<file path="src/rtl/mem_access_ctrl.sv">
// MEM-stage load/store controller: req/ack data-bus access, store lane steering, load extension.
// Latency: bus_req one cycle after the access is seen; rdata_m in DONE, stall_mem held for 2+W cycles.
// Backpressure: stall_mem freezes the pipe until bus_ack; MEM_STORE_BUFFER_EN posts one store.
module mem_access_ctrl #(
    parameter int ADDR_WIDTH = 32,
    parameter int DATA_WIDTH = 32
) (
    input  logic                  clk,
    input  logic                  rst_n,
    input  logic                  memread_m,
    input  logic                  memwrite_m,
    input  logic [ADDR_WIDTH-1:0] addr_m,
    input  logic [DATA_WIDTH-1:0] wdata_m,
    input  logic [2:0]            funct3_m,
    output logic [DATA_WIDTH-1:0] rdata_m,
    output logic                  stall_mem,
    output logic                  err_m,
    output logic                  bus_req,
    output logic                  bus_we,
    output logic [ADDR_WIDTH-1:0] bus_addr,
    output logic [DATA_WIDTH-1:0] bus_wdata,
    output logic [3:0]            bus_be,
    input  logic                  bus_ack,
    input  logic [DATA_WIDTH-1:0] bus_rdata
);

    typedef enum logic [1:0] {IDLE, REQ, DONE} state_t;

    state_t                state, state_next;
    logic                  access, misaligned, start, post_store;
    logic [3:0]            be_next;
    logic [DATA_WIDTH-1:0] wdata_next;
    logic [DATA_WIDTH-1:0] cap_data, load_ext;
    logic [2:0]            lat_f3;
    logic [1:0]            lat_off;
    logic [7:0]            lane_b;
    logic [15:0]           lane_h;
    logic                  sb_vld;

    assign access = memread_m | memwrite_m;
    assign start  = (state == IDLE) && access && !misaligned;

    always_comb begin
        misaligned = 1'b0;
        case (funct3_m[1:0])
            2'b01:   misaligned = addr_m[0];
            2'b10:   misaligned = |addr_m[1:0];
            default: misaligned = 1'b0;
        endcase
    end

    always_comb begin
        be_next    = 4'b1111;
        wdata_next = wdata_m;
        if (memwrite_m) begin
            case (funct3_m[1:0])
                2'b00: begin
                    be_next    = 4'b0001 << addr_m[1:0];
                    wdata_next = {4{wdata_m[7:0]}};
                end
                2'b01: begin
                    be_next    = 4'b0011 << addr_m[1:0];
                    wdata_next = {2{wdata_m[15:0]}};
                end
                default: ;
            endcase
        end
    end

`ifdef MEM_STORE_BUFFER_EN
    // A posted store retires at once; sb_vld marks the REQ phase as its drain.
    always_ff @(posedge clk) begin
        if (!rst_n)
            sb_vld <= 1'b0;
        else if (start && memwrite_m)
            sb_vld <= 1'b1;
        else if (state == REQ && bus_ack)
            sb_vld <= 1'b0;
    end
    assign post_store = memwrite_m;
`else
    assign sb_vld     = 1'b0;
    assign post_store = 1'b0;
`endif

    always_ff @(posedge clk) begin
        if (!rst_n)
            state <= IDLE;
        else
            state <= state_next;
    end

    always_comb begin
        state_next = state;
        case (state)
            IDLE:    if (start) state_next = REQ;
            REQ:     if (bus_ack) state_next = sb_vld ? IDLE : DONE;
            DONE:    state_next = IDLE;
            default: state_next = IDLE;
        endcase
    end

    always_comb begin
        stall_mem = 1'b0;
        err_m     = 1'b0;
        rdata_m   = '0;
        if (rst_n) begin
            case (state)
                IDLE: begin
                    err_m     = access & misaligned;
                    stall_mem = start & ~post_store;
                end
                // While a posted store drains, only a newly arrived access waits.
                REQ:     stall_mem = sb_vld ? access : 1'b1;
                DONE:    rdata_m = load_ext;
                default: ;
            endcase
        end
    end

    always_ff @(posedge clk) begin
        if (!rst_n) begin
            bus_req   <= 1'b0;
            bus_we    <= 1'b0;
            bus_addr  <= '0;
            bus_wdata <= '0;
            bus_be    <= 4'b0000;
            lat_f3    <= 3'b000;
            lat_off   <= 2'b00;
            cap_data  <= '0;
        end else begin
            bus_req <= (state_next == REQ);
            if (start) begin
                bus_we    <= memwrite_m;
                bus_addr  <= {addr_m[ADDR_WIDTH-1:2], 2'b00};
                bus_wdata <= wdata_next;
                bus_be    <= be_next;
                lat_f3    <= funct3_m;
                lat_off   <= addr_m[1:0];
            end
            if (state == REQ && bus_ack)
                cap_data <= bus_rdata;
        end
    end

    always_comb begin
        lane_b   = cap_data[{lat_off, 3'b000} +: 8];
        lane_h   = lat_off[1] ? cap_data[31:16] : cap_data[15:0];
        load_ext = cap_data;
        case (lat_f3)
            3'b000:  load_ext = {{24{lane_b[7]}}, lane_b};
            3'b001:  load_ext = {{16{lane_h[15]}}, lane_h};
            3'b100:  load_ext = {24'b0, lane_b};
            3'b101:  load_ext = {16'b0, lane_h};
            default: load_ext = cap_data;
        endcase
    end

endmodule

</file>
<file path="config.mk">
export PLATFORM = sky130hd
export DESIGN_NAME = mem_access_ctrl
export DESIGN_NICKNAME = d
export VERILOG_FILES = /design/src/rtl/mem_access_ctrl.sv
export SDC_FILE = /design/constraint.sdc
export NUM_CORES = 1
export LEC_CHECK = 0
export CORE_UTILIZATION = 44
export CTS_BUF_LIST = sky130_fd_sc_hd__clkbuf_4 sky130_fd_sc_hd__clkbuf_8
export DETAILED_ROUTE_END_ITERATION = 7
export PLACE_DENSITY = 0.9
export SKIP_LAST_GASP = 1
export SYNTH_ARGS = -nofsm -noshare
export SYNTH_HDL_FRONTEND = slang
export SYNTH_SLANG_ARGS = --single-unit
</file>
<file path="constraint.sdc">
create_clock -name clk -period 3.7 [get_ports clk]
set_clock_uncertainty 0.15 [all_clocks]
set_input_delay 1.11 -clock clk [delete_from_list [all_inputs] [get_ports clk]]
set_output_delay 1.11 -clock clk [all_outputs]
set_load 0.005 [all_outputs]
</file>
Run 1, selected gate families:
Bar = 20 µm.
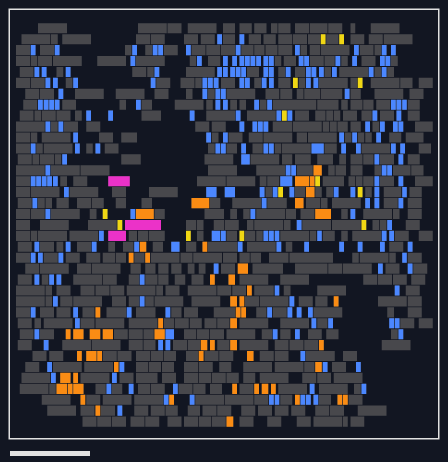
| family | colour | cells |
|---|---|---|
| adder and majority cells | magenta | 3 |
| NOR gates | orange | 56 |
| NAND gates | blue | 230 |
| inverters | yellow | 13 |

Run 1, routing congestion:
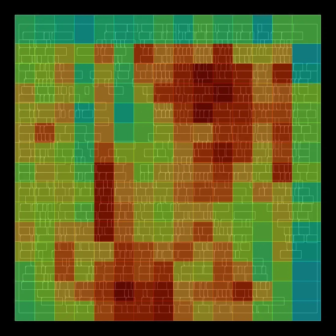
met2 routing resource usage after global routing: 0.497
utilization after layout: 0.707
global-route track usage on met3: 0.0699

Run 1, cells by drive strength:
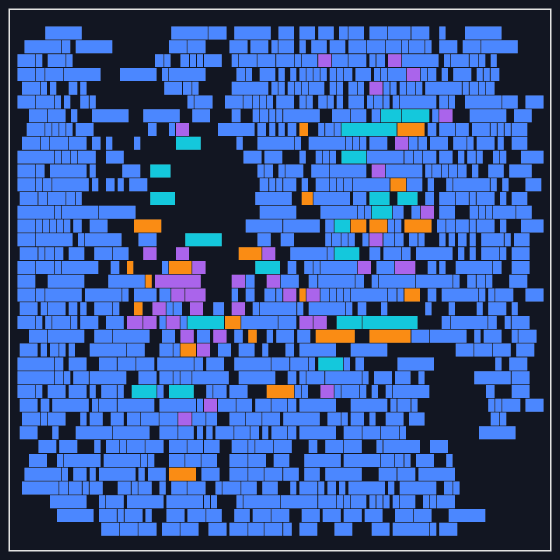
| size | colour | cells | share |
|---|---|---|---|
| drive 3 to 4 | purple | 37 | 4.4% |
| drive 6 and up | cyan | 20 | 2.4% |
| drive 2 | orange | 22 | 2.6% |
| drive 1 or less | blue | 766 | 91% |

==> flow_summary.rst, run 1 <==
Flow metrics
------------

.. list-table::
   :header-rows: 1

   * - Metric
     - Value
   * - Clock sink total
     - 107
   * - Depth of the worst hold-timing path
     - 2
   * - Highest clock frequency the design can meet
     - 0.262 GHz
   * - Setup tns final
     - -127 ps
   * - Syn. warnings
     - 0
   * - Area reported by Yosys stat
     - 4810 µm²
   * - Simple-gate share of the synthesized area
     - 0.246
   * - Most frequent cells in the layout
     - nand2_1, clkdlybuf4s50_1, dfxtp_1
   * - Cells after synthesis
     - 639
   * - Instance area after placement
     - 7040 µm²
   * - Number of design rule violations left after detail routing
     - 0
   * - Setup repair after global routing missed its margin
     - yes
   * - Core Rows
     - 37
   * - Adder-cell area share of the yosys netlist
     - 0.00780
   * - Vertical die dimension
     - 107 µm
   * - Max-cap viol count
     - 0
   * - Reg-to-reg critical path startpoint
     - state[0]$_SDFF_PN0_
   * - Final #Nets
     - 947
   * - Vias in the first global route
     - 5293
   * - Commonest cells in the netlist
     - nand2_1, dfxtp_1, a21oi_1
   * - Cell type with the largest total area after synthesis
     - dfxtp_1
   * - Worst hold start
     - bus_addr[6]$_SDFFE_PN0P_
   * - Number of buffers inserted for hold repair after clock tree synthesis
     - 0
   * - Via count normalized by instance count
     - 5.54
   * - Leading cell type by number of instances after synthesis
     - nand2_1
   * - Largest family of logic cells by area
     - simple AND/OR/NAND/NOR gates
   * - Number of antenna diodes
     - 0
   * - Initial detailed-routing violation count
     - 393
   * - Reg-to-reg critical path endpoint
     - bus_wdata[12]$_SDFFE_PN0P_
   * - Post-detail-place hpwl
     - 11800 µm
   * - Setup WS post-layout
     - -118 ps
   * - Total grt overflow
     - 0
   * - Yosys stat cell total
     - 639
   * - Avg WL per Cell
     - 17.0 µm
   * - Logic depth of the worst register-to-register path
     - 6
   * - Data required time of the critical path
     - 2440 ps
   * - Final hold vios
     - 0
   * - EDFF count, synth
     - 0
   * - Total chip power
     - 2880 µW
   * - Die width
     - 107 µm
   * - Crit-path max cell delay
     - 380 ps
   * - Share of final-layout standard cells stronger than drive strength 1
     - 0.0935
   * - Failing checks
     - setup timing
   * - Relative slew slack
     - 0.648
   * - Cell area after layout
     - 7400 µm²
   * - Worst Max-Slew Pin Slew
     - 527 ps
   * - Antenna violations before repair
     - 0
   * - Average footprint of a synthesized cell
     - 7.53 µm²
   * - Worst setup path class
     - input pin to output port
   * - Cell type group with the largest total delay on the critical path
     - buffers and inverters
   * - Min Tclk post-route
     - 3820 ps
   * - Number of detailed-routing iterations run before antenna repair
     - 5
   * - Final Max-Slew Violation Tally
     - 0
   * - Insertion delay to the later sink of the worst-skew pair
     - 360 ps
   * - Final GP Congestion
     - 0.886
   * - Launching element type of the critical path
     - input pin
   * - Cell Area, Synth
     - 4810 µm²
   * - Sequential element share of the synthesized area
     - 0.445
   * - Distinct lib cells used
     - 36
   * - Count of endpoints failing setup in the final report
     - 2
   * - Run status
     - complete, but fails checks
   * - Area delta synth->final
     - 53.9%
   * - Via count
     - 5436
   * - Crit path cell chain
     - dlygate4sd2_1 -> buf_4 -> ha_2 -> o211a_1 -> or3_4 -> a21oi_2 -> buf_2
   * - Post-synth top flop
     - dfxtp_1
-- run 1: power by group --
part           internal, µW  switching (µW)  total (µW)
registers              1260            68.9        1330
logic                   387             344         732
clock network           398             423         820
total                  2040             836        2880
-- run 1: timing repair --
| item | in CTS | in global routing |
|---|---|---|
| setup endpoints to repair | 34 | 25 |
| cloned | 1 | 0 |
| setup buffers | 8 | 1 |
| endpoints found under the hold margin | 0 | 0 |
| pin swaps | 3 | 2 |
| gates resized | 47 | 21 |
-- run 1: layout make-up --
cell class | instances | area [µm²] | area share
Multi-Input combinational cell | 466 | 2460 | 0.332
Timing Repair Buffer | 243 | 2350 | 0.318
Clock inverter | 6 | 96.3 | 0.0130
Inverter | 13 | 48.8 | 0.00659
Clock buffer | 10 | 131 | 0.0178
Sequential cell | 107 | 2140 | 0.290
Tap cell | 136 | 170 | 0.0230
-- run 1: routing by layer --
layer	vias up	global-route usage	wire, µm
li1	2557	-	-
met1	2526	0.341	6430
met2	288	0.497	8140
met3	65	0.0699	1360
met4	0	0.138	713
met5	-	0	0
-- run 1: sequential cells by signal, indices dropped and copies added (netlist names) --
| register | count |
|---|---|
| lat_off | 2 |
| cap_data | 32 |
| bus_addr | 30 |
| state | 2 |
| bus_be | 4 |
| bus_wdata | 32 |
| lat_f3 | 3 |
| bus_req | 1 |
| bus_we | 1 |
-- run 1: worst register-to-register path: stages (launching register included) --
cell      delay [ps]
dfxtp_1          370
o21bai_1         200
buf_4            160
or4_2            600
buf_12           200
a221oi_1         340
nor3b_1           90
-- run 1: worst max path at each step --
stage,end,cells after the start,slack [ps]
final,stall_mem,7,-120
after CTS,stall_mem,7,-150
after floorplan,stall_mem,5,250
after global placement,stall_mem,7,-810
after detailed placement,stall_mem,7,-860
after global routing,stall_mem,7,-140
==> run 1 -> run 2 <==
--- a/config.mk
+++ b/config.mk
@@ -8,6 +8,7 @@
 export CORE_UTILIZATION = 44
 export CTS_BUF_LIST = sky130_fd_sc_hd__clkbuf_4 sky130_fd_sc_hd__clkbuf_8
 export DETAILED_ROUTE_END_ITERATION = 7
+export GPL_ROUTABILITY_DRIVEN = 1
 export PLACE_DENSITY = 0.9
 export SKIP_LAST_GASP = 1
 export SYNTH_ARGS = -nofsm -noshare
Run 2, routing congestion:
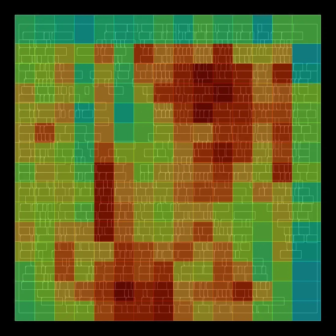
global routing usage summed across all routing layers: 0.291
most used routing layer: met2
Avg WL per Cell: 17.0 µm
M1 GR Usage: 0.341

Run 2, selected gate families:
Bar = 20 µm.
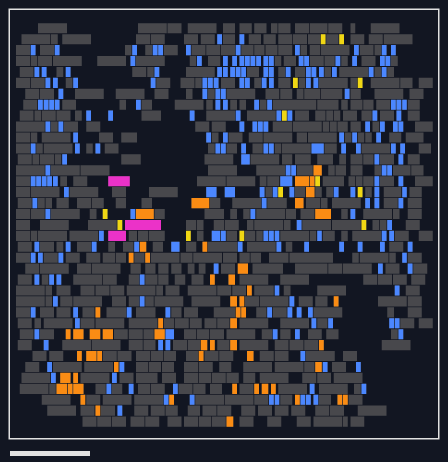
| family | colour | cells |
|---|---|---|
| NAND gates | blue | 230 |
| inverters | yellow | 13 |
| NOR gates | orange | 56 |
| adder and majority cells | magenta | 3 |

==> run 2 against run 1 <==
Effect of this change:
- the run still ends with setup timing left
- clock-buffer cell count did not move
- largest power group unchanged
- non-clock buffer count is the same
- wire length did not move
- synthesized cell count unchanged
- maximum frequency did not move
==> flow_summary.rst, run 2 <==
Flow metrics
------------

.. list-table::
   :header-rows: 1

   * - Metric
     - Value
   * - Worst hold start
     - bus_addr[6]$_SDFFE_PN0P_
   * - Top Layer Used
     - met4
   * - Syn. warnings
     - 0 (unchanged)
   * - Instance area after placement
     - 7040 µm² (unchanged)
   * - Yosys stat cell total
     - 639 (unchanged)
   * - Die width
     - 107 µm (unchanged)
   * - Standby leakage power
     - 0.00304 µW
   * - Clock sink total
     - 107 (unchanged)
   * - Leading cell type by number of instances after synthesis
     - nand2_1
   * - Amount of wire on met3 after detailed routing
     - 1360 µm (unchanged)
   * - Run status
     - complete, but fails checks
   * - Largest family of logic cells by area
     - simple AND/OR/NAND/NOR gates
   * - Count of endpoints failing setup in the final report
     - 2 (unchanged)
   * - Cells after synthesis
     - 639 (unchanged)
   * - Final #Nets
     - 947 (unchanged)
   * - Adder-cell area share of the yosys netlist
     - 0.00780 (unchanged)
   * - Post-detail-place hpwl
     - 11800 µm (unchanged)
   * - Final hold vios
     - 0 (unchanged)
   * - Cell area after layout
     - 7400 µm² (unchanged)
   * - Insertion delay to the later sink of the worst-skew pair
     - 360 ps (about the same)
   * - Worst setup path class
     - input pin to output port
   * - Distinct lib cells used
     - 36 (unchanged)
   * - Vias in the first global route
     - 5293 (unchanged)
   * - Post-synth top flop
     - dfxtp_1
   * - Worst Max-Slew Pin Slew
     - 527 ps (unchanged)
   * - Global-route track usage on met3
     - 0.0699 (unchanged)
   * - Launching element type of the critical path
     - input pin
   * - Data required time of the critical path
     - 2440 ps (about the same)
   * - Reg-to-reg critical path startpoint
     - state[0]$_SDFF_PN0_
   * - Antenna violations before repair
     - 0 (unchanged)
   * - EDFF count, synth
     - 0 (unchanged)
   * - Setup WS post-layout
     - -118 ps (unchanged)
   * - Final GP Congestion
     - 0.886 (unchanged)
   * - Sequential element share of the synthesized area
     - 0.445 (unchanged)
   * - Average footprint of a synthesized cell
     - 7.53 µm² (unchanged)
   * - Simple-gate share of the synthesized area
     - 0.246 (unchanged)
   * - Via count normalized by instance count
     - 5.54 (unchanged)
   * - Final Max-Slew Violation Tally
     - 0 (unchanged)
   * - Share of final-layout standard cells stronger than drive strength 1
     - 0.0935 (unchanged)
   * - Number of design rule violations left after detail routing
     - 0 (unchanged)
   * - Setup tns final
     - -127 ps (unchanged)
   * - Critical Path Fanout Max
     - 2
   * - Commonest cells in the netlist
     - nand2_1, dfxtp_1, a21oi_1
   * - Max-cap viol count
     - 0 (unchanged)
   * - Area delta synth->final
     - 53.9% (unchanged)
   * - Met2 routing resource usage after global routing
     - 0.497 (unchanged)
   * - Min Tclk post-route
     - 3820 ps (unchanged)
   * - Cell type with the largest total area after synthesis
     - dfxtp_1
   * - Clock root buffer master
     - clkbuf_8
   * - Total grt overflow
     - 0 (unchanged)
   * - Failing checks
     - setup timing
   * - Number of antenna diodes
     - 0 (unchanged)
   * - Number of detailed-routing iterations run before antenna repair
     - 5 (unchanged)
   * - Vertical die dimension
     - 107 µm (unchanged)
   * - Most frequent cells in the layout
     - nand2_1, clkdlybuf4s50_1, dfxtp_1
   * - Cell Area, Synth
     - 4810 µm² (unchanged)
   * - Via count
     - 5436 (unchanged)
Run 2, cells by drive strength:
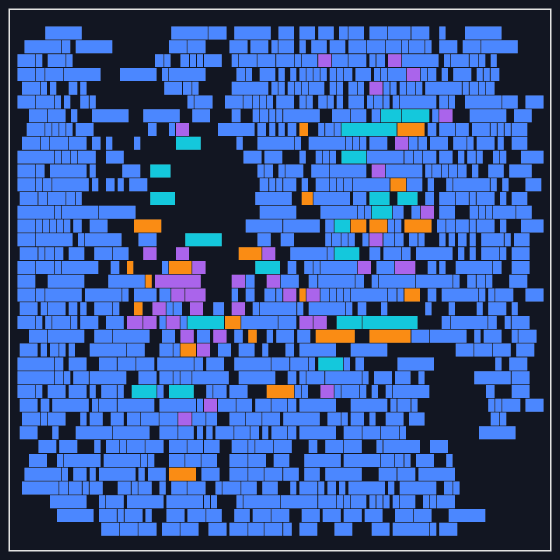
| size | colour | cells | share |
|---|---|---|---|
| drive 6 and up | cyan | 20 | 2.4% |
| drive 2 | orange | 22 | 2.6% |
| drive 1 or less | blue | 766 | 91% |
| drive 3 to 4 | purple | 37 | 4.4% |

-- run 2: cell counts in the layout (fill, tap and decap cells not counted) --
No cell type changed its count.
-- run 2: critical path, cell delays in order --
cell and delay, ps:
dlygate4sd2_1 250, buf_4 140, ha_2 170, o211a_1 230, or3_4 380, a21oi_2 130, buf_2 140
-- run 2: through the flow --
step           total power (µW)  instances  worst slack, ps  utilization  hold WS (ps)
2_1_floorplan              1660        640              246            -           286
3_5_place_dp               2070        955             -864        0.673           297
3_3_place_gp               2040        955             -805        0.673           291
6_report                   2880        981             -118        0.707           309
5_1_grt                    3010        981             -145        0.707           338
4_1_cts                    2880        980             -154        0.702           312
-- run 2: area by class of cell --
class	count	area, µm²	area share
clock buffer	10	131	0.0178
tap	136	170	0.0230
inverter	13	48.8	0.00659
timing repair buffer	243	2350	0.318
sequential	107	2140	0.290
clock inverter	6	96.3	0.0130
multi-input combinational	466	2460	0.332
-- run 2: logic make-up after synthesis --
| family | count (synthesis) |
|---|---|
| compound gates | 160 |
| fa+ha+maj | 3 |
| buf+inv | 67 |
| flops | 107 |
| mux | 11 |
| other cells | 1 |
| simple gates | 290 |
-- run 2: repair_timing --
item,4_1_cts,5_1_grt
endpoints found under the setup margin,34,25
setup buffers,8,1
gates cloned,1,0
resized,47,21
pin swaps,3,2
hold buffers,0,0
-- run 2: where the power goes --
group          switching (µW)  leakage [µW]  internal [µW]
clock                     423      0.000112            398
sequential               68.9      0.000880           1260
combinational             344       0.00205            387
total                     836       0.00304           2040
-- run 2: worst paths after layout --
kind,end,slack (ps),cells after the start
worst max-delay path,stall_mem,-120,7
worst min-delay path,bus_addr[6]$_SDFFE_PN0P_,310,2
worst max register to register,bus_wdata[12]$_SDFFE_PN0P_,1500,6
worst min register to register,bus_addr[6]$_SDFFE_PN0P_,310,2
==> run 2 -> run 3 <==
--- a/config.mk
+++ b/config.mk
@@ -9,6 +9,7 @@
 export CTS_BUF_LIST = sky130_fd_sc_hd__clkbuf_4 sky130_fd_sc_hd__clkbuf_8
 export DETAILED_ROUTE_END_ITERATION = 7
 export GPL_ROUTABILITY_DRIVEN = 1
+export MAX_ROUTING_LAYER = met4
 export PLACE_DENSITY = 0.9
 export SKIP_LAST_GASP = 1
 export SYNTH_ARGS = -nofsm -noshare
Run 3, selected gate families:
Bar = 20 µm.
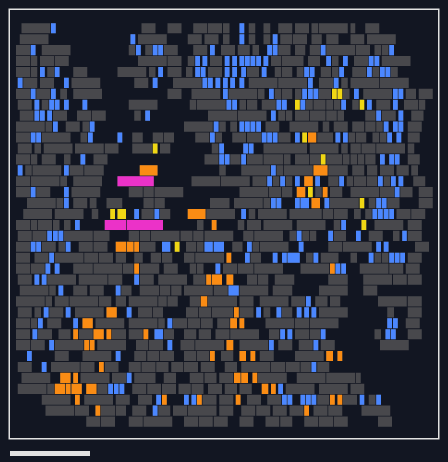
| family | colour | cells |
|---|---|---|
| NAND gates | blue | 230 |
| NOR gates | orange | 56 |
| adder and majority cells | magenta | 3 |
| inverters | yellow | 13 |

Run 3, routing congestion:
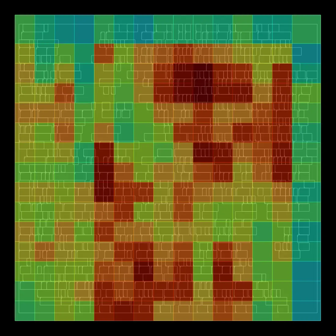
M1 GR Usage: 0.347
utilization after layout: 0.704
Avg WL per Cell: 17.0 µm
met2 routing resource usage after global routing: 0.493

Run 3, clock distribution:
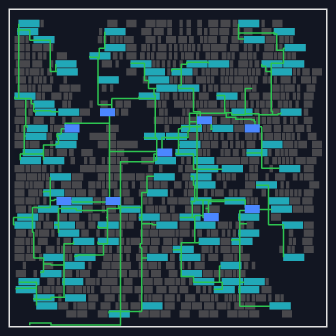
[cells driving clock nets] blue | count: 9
[clock wires] green | length: 1220 µm
[flip-flops] cyan | count: 107
flops lie: widely spread

==> run 3 against run 2 <==
Effect of this change:
- the run now ends clean
- total power fell by 2.6%
- clock power fell by about 10%
- flip-flop count did not move
- largest cell class unchanged
- non-clock buffer count rose by 7
- cell count rose by 0.61%
- synthesized cell count did not move
- highest routed layer unchanged
==> flow_summary.rst, run 3 <==
Flow metrics
------------

.. list-table::
   :header-rows: 1

   * - Metric
     - Value
   * - Vias in the first global route
     - 5294 (+0.019%)
   * - Commonest cells in the netlist
     - nand2_1, dfxtp_1, a21oi_1
   * - Instance area after placement
     - 7060 µm² (+0.21%)
   * - Critical-path cell with the highest stage delay
     - or3_4
   * - Combinational share of power
     - 0.263 (+0.009)
   * - Reg-to-reg critical path startpoint
     - state[0]$_SDFF_PN0_
   * - Launching element type of the critical path
     - input pin
   * - Most frequent cells in the layout
     - nand2_1, clkdlybuf4s50_1, dfxtp_1
   * - Number of buffers inserted for hold repair after clock tree synthesis
     - 0 (unchanged)
   * - Run status
     - finished, final reports clean
   * - Fraction of power spent switching nets
     - 0.289 (-0.00140)
   * - Cell Count, Final, Fillers Out
     - 987 (+0.61%)
   * - Reg-to-reg setup timing slack
     - 1430 ps (-70 ps)
   * - Final #Nets
     - 954 (+0.74%)
   * - Distinct lib cells used
     - 36 (unchanged)
   * - Post-detail-place hpwl
     - 11900 µm (+0.58%)
   * - Total chip power
     - 2800 µW (-2.6%)
   * - Post-synth top flop
     - dfxtp_1
   * - Most used cell along the critical path
     - buf_2
   * - Antenna violations before repair
     - 0 (unchanged)
   * - Global routing usage summed across all routing layers
     - 0.299 (+0.00802)
   * - Cell type with the largest total area after synthesis
     - dfxtp_1
   * - Insertion delay to the later sink of the worst-skew pair
     - 380 ps (+20 ps)
   * - Number of design rule violations left after detail routing
     - 0 (unchanged)
   * - Count of endpoints failing setup in the final report
     - 0 (-2)
   * - Setup tns final
     - 0 ps (+127 ps)
   * - Combinational-cell power consumption
     - 736 µW (+0.5%)
   * - Final hold vios
     - 0 (unchanged)
   * - Yosys stat cell total
     - 639 (unchanged)
   * - Worst hold start
     - bus_addr[3]$_SDFFE_PN0P_
   * - Reg-to-reg critical path endpoint
     - bus_wdata[15]$_SDFFE_PN0P_
   * - Depth of the worst hold-timing path
     - 2 (unchanged)
   * - Cell area after layout
     - 7360 µm² (-0.52%)
   * - Clock sink total
     - 107 (unchanged)
   * - Number of detailed-routing iterations run before antenna repair
     - 5 (unchanged)
   * - Sequential share of power
     - 0.474 (+0.013)
   * - Clock root buffer master
     - clkbuf_8
   * - Worst hold-check slack
     - 308 ps (-0.856 ps)
   * - Max-cap viol count
     - 0 (unchanged)
   * - Switch Pwr
     - 810 µW (-3.1%)
   * - Worst setup path class
     - input pin to output port
   * - Share of final-layout standard cells stronger than drive strength 1
     - 0.114 (+0.0205)
   * - Total buffers and inverters traversed by the critical path
     - 3 (unchanged)
   * - Crit path cell chain
     - buf_2 -> inv_4 -> ha_4 -> and3_1 -> or3_4 -> a21oi_2 -> buf_2
   * - Cell Area, Synth
     - 4810 µm² (unchanged)
   * - Via count normalized by instance count
     - 5.58 (+0.64%)
   * - Clock share of power
     - 0.263 (-0.022)
   * - Critical Path Fanout Max
     - 3 (+1)
   * - Number of antenna diodes
     - 0 (unchanged)
   * - Standby leakage power
     - 0.00292 µW (-3.9%)
   * - Cells after synthesis
     - 639 (unchanged)
   * - Clock group power
     - 738 µW (-10%)
   * - Sequential element share of the synthesized area
     - 0.445 (unchanged)
   * - Total sequential power
     - 1330 µW (about the same)
   * - Leading power group
     - registers
   * - Average footprint of a synthesized cell
     - 7.53 µm² (unchanged)
   * - Int Power
     - 1990 µW (-2.5%)
   * - Total routed wirelength
     - 16800 µm
   * - Area delta synth->final
     - 53.1%
   * - Final GP Congestion
     - 0.911 (+2.9%)
   * - Data required time of the critical path
     - 2440 ps (about the same)
   * - EDFF count, synth
     - 0 (unchanged)
   * - Crit-path max cell delay
     - 400 ps (+20 ps)
   * - Final Max-Slew Violation Tally
     - 0 (unchanged)
run 3: cell counts after synthesis:
No cell type changed its count.
run 3: per-stage QoR:
stage | utilization | worst slack [ps]
after floorplan | - | 246
after global placement | 0.675 | -806
after detailed placement | 0.675 | -858
after CTS | 0.702 | -21.4
after global routing | 0.704 | 3.60
final | 0.704 | 56.4
run 3: timing repair:
action                                  in CTS  in global routing
gates cloned                                 3                  0
pin swaps                                    5                  2
buffers inserted                            11                  1
resized                                     94                  7
endpoints found under the setup margin      34                 28
run 3: worst max path at each step:
stage	from	end	slack, ps	depth (start not counted)
final	funct3_m[0]	stall_mem	60	7
after global routing	addr_m[0]	err_m	4	6
after CTS	funct3_m[0]	stall_mem	-20	7
after detailed placement	funct3_m[0]	stall_mem	-860	7
after global placement	funct3_m[0]	stall_mem	-810	7
after floorplan	funct3_m[1]	stall_mem	250	5
run 3: area by class of cell:
type,count,area [µm²],area share
clock inverters,4,50.0,0.00680
inverters,13,51.3,0.00697
well taps,136,170,0.0231
multi-input cells,466,2460,0.334
clock buffers,11,151,0.0206
flip-flops and latches,107,2140,0.291
repair buffers,250,2340,0.318
run 3: cell families (layout without fill, tap and decap cells):
group | count (synthesis) | in the layout | share of synthesized area
AND/OR/NAND/NOR | 290 | 290 | 0.246
AND-OR/OR-AND | 160 | 160 | 0.215
flip-flops | 107 | 107 | 0.445
buffers and inverters | 67 | 278 | 0.0598
multiplexers | 11 | 11 | 0.0255
adder cells (fa/ha/maj) | 3 | 3 | 0.00781
other | 1 | 2 | 0.000780
run 3: metal layers:
layer / vias up / wire length (µm) / track usage
li1: 2566 / - / -
met1: 2562 / 6480 / 0.347
met2: 311 / 8280 / 0.493
met3: 65 / 1310 / 0.0582
met4: 0 / 732 / 0.151
met5: - / 0 / -
Power is estimated from default activity; no workload was simulated.
